===== config.mk =====
export PLATFORM = sky130hd
export DESIGN_NAME = storage_bank_decay
export DESIGN_NICKNAME = d
export VERILOG_FILES = /design/src/rtl/storage_pkg.sv /design/src/rtl/storage_decay_cell.sv /design/src/rtl/storage_bank_decay.sv
export SDC_FILE = /design/constraint.sdc
export NUM_CORES = 1
export LEC_CHECK = 0
export ABC_AREA = 1
export CAP_MARGIN = 20
export CORE_MARGIN = 5
export CORE_UTILIZATION = 39
export CTS_BUF_LIST = sky130_fd_sc_hd__clkbuf_8
export DETAILED_ROUTE_END_ITERATION = 12
export GPL_TIMING_DRIVEN = 0
export PLACE_DENSITY = 0.79
export SYNTH_ARGS = -nofsm -noshare
export SYNTH_HDL_FRONTEND = slang
export SYNTH_SLANG_ARGS = --single-unit
export TNS_END_PERCENT = 1

===== constraint.sdc =====
create_clock -name eclk -period 3.1 [get_ports eclk]
set_input_delay 0.93 -clock eclk [delete_from_list [all_inputs] [get_ports eclk]]
set_output_delay 0.93 -clock eclk [all_outputs]
set_load 0.01 [all_outputs]

===== src/rtl/storage_pkg.sv =====
// Shared definitions for the storage bank: legal parameter ranges, the
// default hold time before a stored value loses its charge, and the helper
// that sizes the per-channel age counter.
package storage_pkg;

   localparam int CH_MIN        = 1;
   localparam int CH_MAX        = 64;
   localparam int DW_MIN        = 1;
   localparam int DW_MAX        = 16;
   localparam int NG_MIN        = 1;
   localparam int NG_MAX        = 4;
   localparam int DECAY_MIN     = 1;
   localparam int DECAY_MAX     = 65535;
   localparam int DECAY_DEFAULT = 1024;

   // Counter must represent every value from 0 through decay.
   function automatic int age_width(input int decay);
      return $clog2(decay + 1);
   endfunction

endpackage


===== src/rtl/storage_decay_cell.sv =====
// One storage channel: holds a DW-bit value and, when decay is built in,
// replaces it with DECAY_VAL after DECAY consecutive unloaded cycles.
//
// Build option: STORAGE_DECAY_EN. When defined, the decay timer is present.
// When undefined, the cell is a plain gated register and stale stays 0.
//
// Ports:
//   eclk  - clock, rising edge
//   erst  - asynchronous active-high reset
//   load  - load enable (gate AND already taken by the parent)
//   d     - data to load
//   q     - stored value, registered
//   stale - value has decayed since the last load, registered
module storage_decay_cell
   import storage_pkg::*;
#(
   parameter int            DW        = 1,
   parameter int            DECAY     = DECAY_DEFAULT,
   parameter logic [DW-1:0] DECAY_VAL = '0
) (
   input  logic          eclk,
   input  logic          erst,
   input  logic          load,
   input  logic [DW-1:0] d,
   output logic [DW-1:0] q,
   output logic          stale
);

   logic [DW-1:0] q_q, q_d;

`ifdef STORAGE_DECAY_EN
   localparam int            AW        = age_width(DECAY);
   localparam logic [AW-1:0] LEFT_FULL = AW'(DECAY);

   // The age is kept as cycles remaining until decay: loading (or reset)
   // refills it to DECAY, and reaching 1 on an unloaded edge is the decay
   // edge. Zero means already decayed, so the cell simply holds.
   logic [AW-1:0] left_q, left_d;
   logic          stale_q, stale_d;

   always_comb begin
      q_d     = q_q;
      stale_d = stale_q;
      left_d  = left_q;
      if (load) begin
         q_d     = d;
         stale_d = 1'b0;
         left_d  = LEFT_FULL;
      end else if (left_q == AW'(1)) begin
         q_d     = DECAY_VAL;
         stale_d = 1'b1;
         left_d  = '0;
      end else if (left_q != '0) begin
         left_d  = left_q - AW'(1);
      end
   end

   always_ff @(posedge eclk or posedge erst) begin
      if (erst) begin
         q_q     <= '0;
         stale_q <= 1'b0;
         left_q  <= LEFT_FULL;
      end else begin
         q_q     <= q_d;
         stale_q <= stale_d;
         left_q  <= left_d;
      end
   end

   assign stale = stale_q;
`else
   always_comb begin
      q_d = q_q;
      if (load) begin
         q_d = d;
      end
   end

   always_ff @(posedge eclk or posedge erst) begin
      if (erst) begin
         q_q <= '0;
      end else begin
         q_q <= q_d;
      end
   end

   assign stale = 1'b0;
`endif

   assign q = q_q;

endmodule


===== src/rtl/storage_bank_decay.sv =====
// Bank of CH independent storage channels with gated loading and optional
// charge-loss decay, plus a saturating count of all loads.
//
// Build option: STORAGE_DECAY_EN enables per-channel decay timers
// (see storage_decay_cell); undefined gives hold-forever channels.
//
// Ports:
//   eclk     - clock, rising edge
//   erst     - asynchronous active-high reset
//   d        - write data, channel c at [c*DW +: DW]
//   g        - gate inputs, channel c at [c*NG +: NG]; all high loads it
//   q        - stored values, registered
//   stale    - per-channel decayed flag, registered
//   load_cnt - total loads since reset, saturating at 255
module storage_bank_decay
   import storage_pkg::*;
#(
   parameter int            CH        = 8,
   parameter int            DW        = 1,
   parameter int            NG        = 2,
   parameter int            DECAY     = DECAY_DEFAULT,
   parameter logic [DW-1:0] DECAY_VAL = '0
) (
   input  logic             eclk,
   input  logic             erst,
   input  logic [CH*DW-1:0] d,
   input  logic [CH*NG-1:0] g,
   output logic [CH*DW-1:0] q,
   output logic [CH-1:0]    stale,
   output logic [7:0]       load_cnt
);

   if (CH < CH_MIN || CH > CH_MAX || DW < DW_MIN || DW > DW_MAX ||
       NG < NG_MIN || NG > NG_MAX || DECAY < DECAY_MIN || DECAY > DECAY_MAX) begin : g_bad_params
      $error("storage_bank_decay: parameter out of range");
   end

   logic [CH-1:0] load_en;

   always_comb begin
      load_en = '0;
      for (int c = 0; c < CH; c++) begin
         load_en[c] = &g[c*NG +: NG];
      end
   end

   for (genvar c = 0; c < CH; c++) begin : g_cell
      storage_decay_cell #(
         .DW        (DW),
         .DECAY     (DECAY),
         .DECAY_VAL (DECAY_VAL)
      ) u_cell (
         .eclk  (eclk),
         .erst  (erst),
         .load  (load_en[c]),
         .d     (d[c*DW +: DW]),
         .q     (q[c*DW +: DW]),
         .stale (stale[c])
      );
   end

   // Nine bits covers 255 plus up to 64 loads in one edge before clamping.
   logic [7:0] load_cnt_q, load_cnt_d;
   logic [8:0] cnt_sum;

   always_comb begin
      cnt_sum = {1'b0, load_cnt_q};
      for (int c = 0; c < CH; c++) begin
         cnt_sum = cnt_sum + 9'(load_en[c]);
      end
      load_cnt_d = (cnt_sum > 9'd255) ? 8'd255 : cnt_sum[7:0];
   end

   always_ff @(posedge eclk or posedge erst) begin
      if (erst) begin
         load_cnt_q <= '0;
      end else begin
         load_cnt_q <= load_cnt_d;
      end
   end

   assign load_cnt = load_cnt_q;

endmodule


==> images/density.png <==
Bar = 20 µm. The die is cut into 6 by 6 equal tiles; dark blue is low, red is high, 0 to 100% covered.
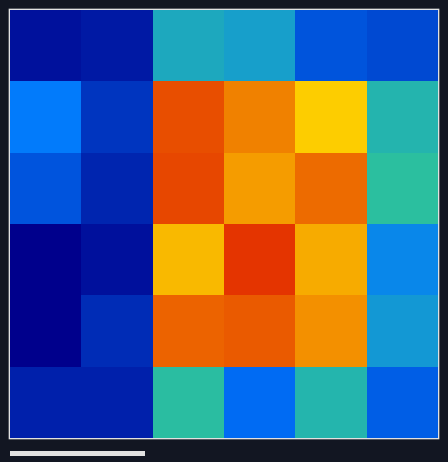
tiles over 75% full: 33%
densest ninth of the die: middle
emptiest ninth of the die: bottom left
mean over tiles: 42%
fullest tile: 94%
nearly empty tiles: 5.6%
Final Util: 0.6248
CORE AREA: 2758 µm²
Init Core Util: 0.4056

==> images/clock_map.png <==
Bar = 20 µm.
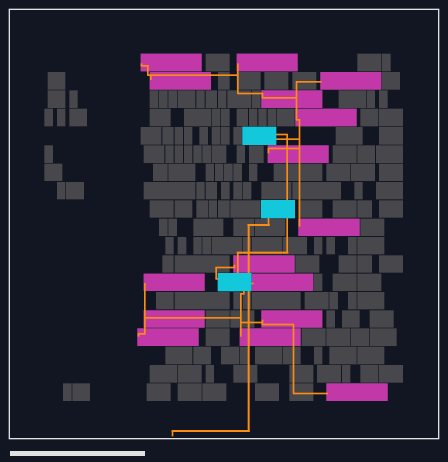
[flip-flops] magenta | count: 16
[clock wires] orange | length: 220 µm
[cells driving clock nets] cyan | count: 3
routed clock nets: 4

==> results.py <==
# Auto-generated metrics
metrics = {
    "critical_path": {
        "rr_worst_depth": 11,
        "end_kind": "flop",
        "crit_chain": "buf_6 > nand2_4 > inv_4 > fa_1 > inv_2 > fa_1 > fa_1 > fa_2 > fa_2 > inv_2 > nand3_2 > nand2_4 > nand4_4 > o21ai_1",
        "cpMaxStageDelayCell": "fa_1",
        "required_ns": 3.27,
        "worstSetupEndpoint": "load_cnt[2]",
        "cp.depth": 14,
        "critical_path.most_common_cell": "fa_1",
        "cp.arrival_ns": 3.89,
        "max_stage_delay_ns": 0.53,
        "crit_path_start_kind": "input port",
        "crit_start": "g[0]",
        "crit_buf_inv": 4,
    },
    "clock_network": {
        "cts_hold_buf": 0,
        "clk_latency_ns": 0.24,
        "numCtsBuffers": 3,
        "cts_htree_levels": 1,
        "clockBufferDepth": 2,
        "cts_setup_buffers": 3,
        "ctsRootBufferMaster": "clkbuf_8",
        "clkTransAtPathRegs_ns": 0.06,
        "cts_sinks": 16,
        "tritoncts": "done",
    },
    "final_layout": {
        "final_layout_size_suffix_gt1_frac": 0.2826,
        "comb_share": 0.3457,
        "num-nonclk-inverters": 19,
        "n_antenna_cell": 0,
        "comb.multi_input.count": 84,
        "nNetsFinal": 223,
        "flops": 16,
        "layout_top_cell": "clkdlybuf4s50_1",
        "nClkBuffers": 3,
        "dominant_cells": "logic gates",
        "lay_top_cells": "37 x clkdlybuf4s50_1, 32 x nand2_1, 20 x buf_4",
        "buffers": 62,
        "register_area_um2": 400.4,
        "comb_area_um2": 595.6,
        "final_cell_area_um2": 1723,
    },
    "sta": {
        "rsz0062_at_grt": "true",
        "fin_ws_ns": -0.6147,
        "finalSetupViolations": 8,
        "relSlewSlack": 0.6044,
        "period_needed_ns": 3.715,
        "drv_slew": 0,
        "tightest_slew_ns": 0.5928,
        "whs_ns": 0.4839,
        "max_freq_mhz": 269.2,
        "hold_viol": 0,
    },
    "power_and_ir_drop": {
        "top_power_group": "combinational logic",
        "p_seq_uw": 353,
        "finalPower_mw": 1.346,
        "power_frac_comb": 0.625,
        "clkPwrFrac": 0.112,
        "p_per_area_nw_per_um2": 781.0,
        "peakVddDrop_mv": 0.5316,
        "p_int_uw": 787.7,
        "powerClk_uw": 151,
    },
    "drt": {
        "initialDrtViolationCount": 31,
        "first_pass_iters": 4,
        "vias_per_cell": 4.558,
        "wl_met2_um": 1316,
        "met1_length_um": 1011,
        "antenna_left": 0,
        "drc": 0,
    },
    "min_path": {
        "hold_depth": 2,
        "hold_path.startpoint": "g_cell[0].u_cell.q",
    },
    "global_routing": {
        "grtUsageMet1": 0.1424,
        "top_usage_layer": "met2",
        "grt_use_met3": 0.03020,
        "grt.overflow.total": 0,
        "use_met2": 0.2411,
        "grt_pass1_wl_um": 4250,
        "antenna_found_initial": 0,
        "grt_max_degree": 17,
    },
    "synth": {
        "synth.mux.area_fraction": 0.06040,
        "synth-xor-area-share": 0.007830,
        "synth_top_area_share": 0.3579,
        "syn_inst": 129,
        "ys_chip_area_um2": 1119,
        "synth_cell_types": 20,
        "simple_gate_share": 0.2125,
        "ys_ff": 16,
        "synthTopCellsByArea": "dfrtp_1 36%, nand2_1 11%, buf_4 11%",
        "aoi_share": 0.02573,
    },
    "floorplan": {
        "taps": 31,
        "io_pins": 50,
        "die_h_um": 63.56,
        "std_cell_rows": 19,
    },
    "place": {
        "gp_congestion": 0.8652,
        "placement.io_buffers": 41,
        "dp_slack_ns": -1.329,
        "place_inst": 208,
    },
    "flow_run": {
        "maxCapViolations": 0,
        "warnings": 29,
    },
    "run_status": {
        "outcome": "finished, violations left",
        "violations": "negative setup slack",
    },
}
==> images/wire_density.png <==
The die is cut into 13 by 13 equal tiles; dark blue is low, red is high, scaled to the fullest tile. Values are wire area over tile area, all layers added.
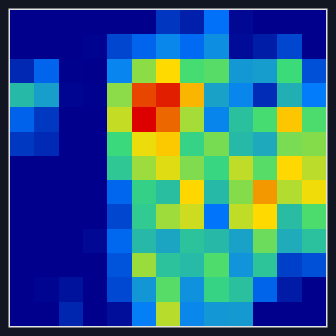
nearly empty tiles: 31%
emptiest ninth of the die: bottom left
fullest tile: 0.35
mean over tiles: 0.10
routed wire length: 2531 µm
Wirelength per Cell: 11.77 µm
via count: 980
global-route usage over all layers: 0.1315

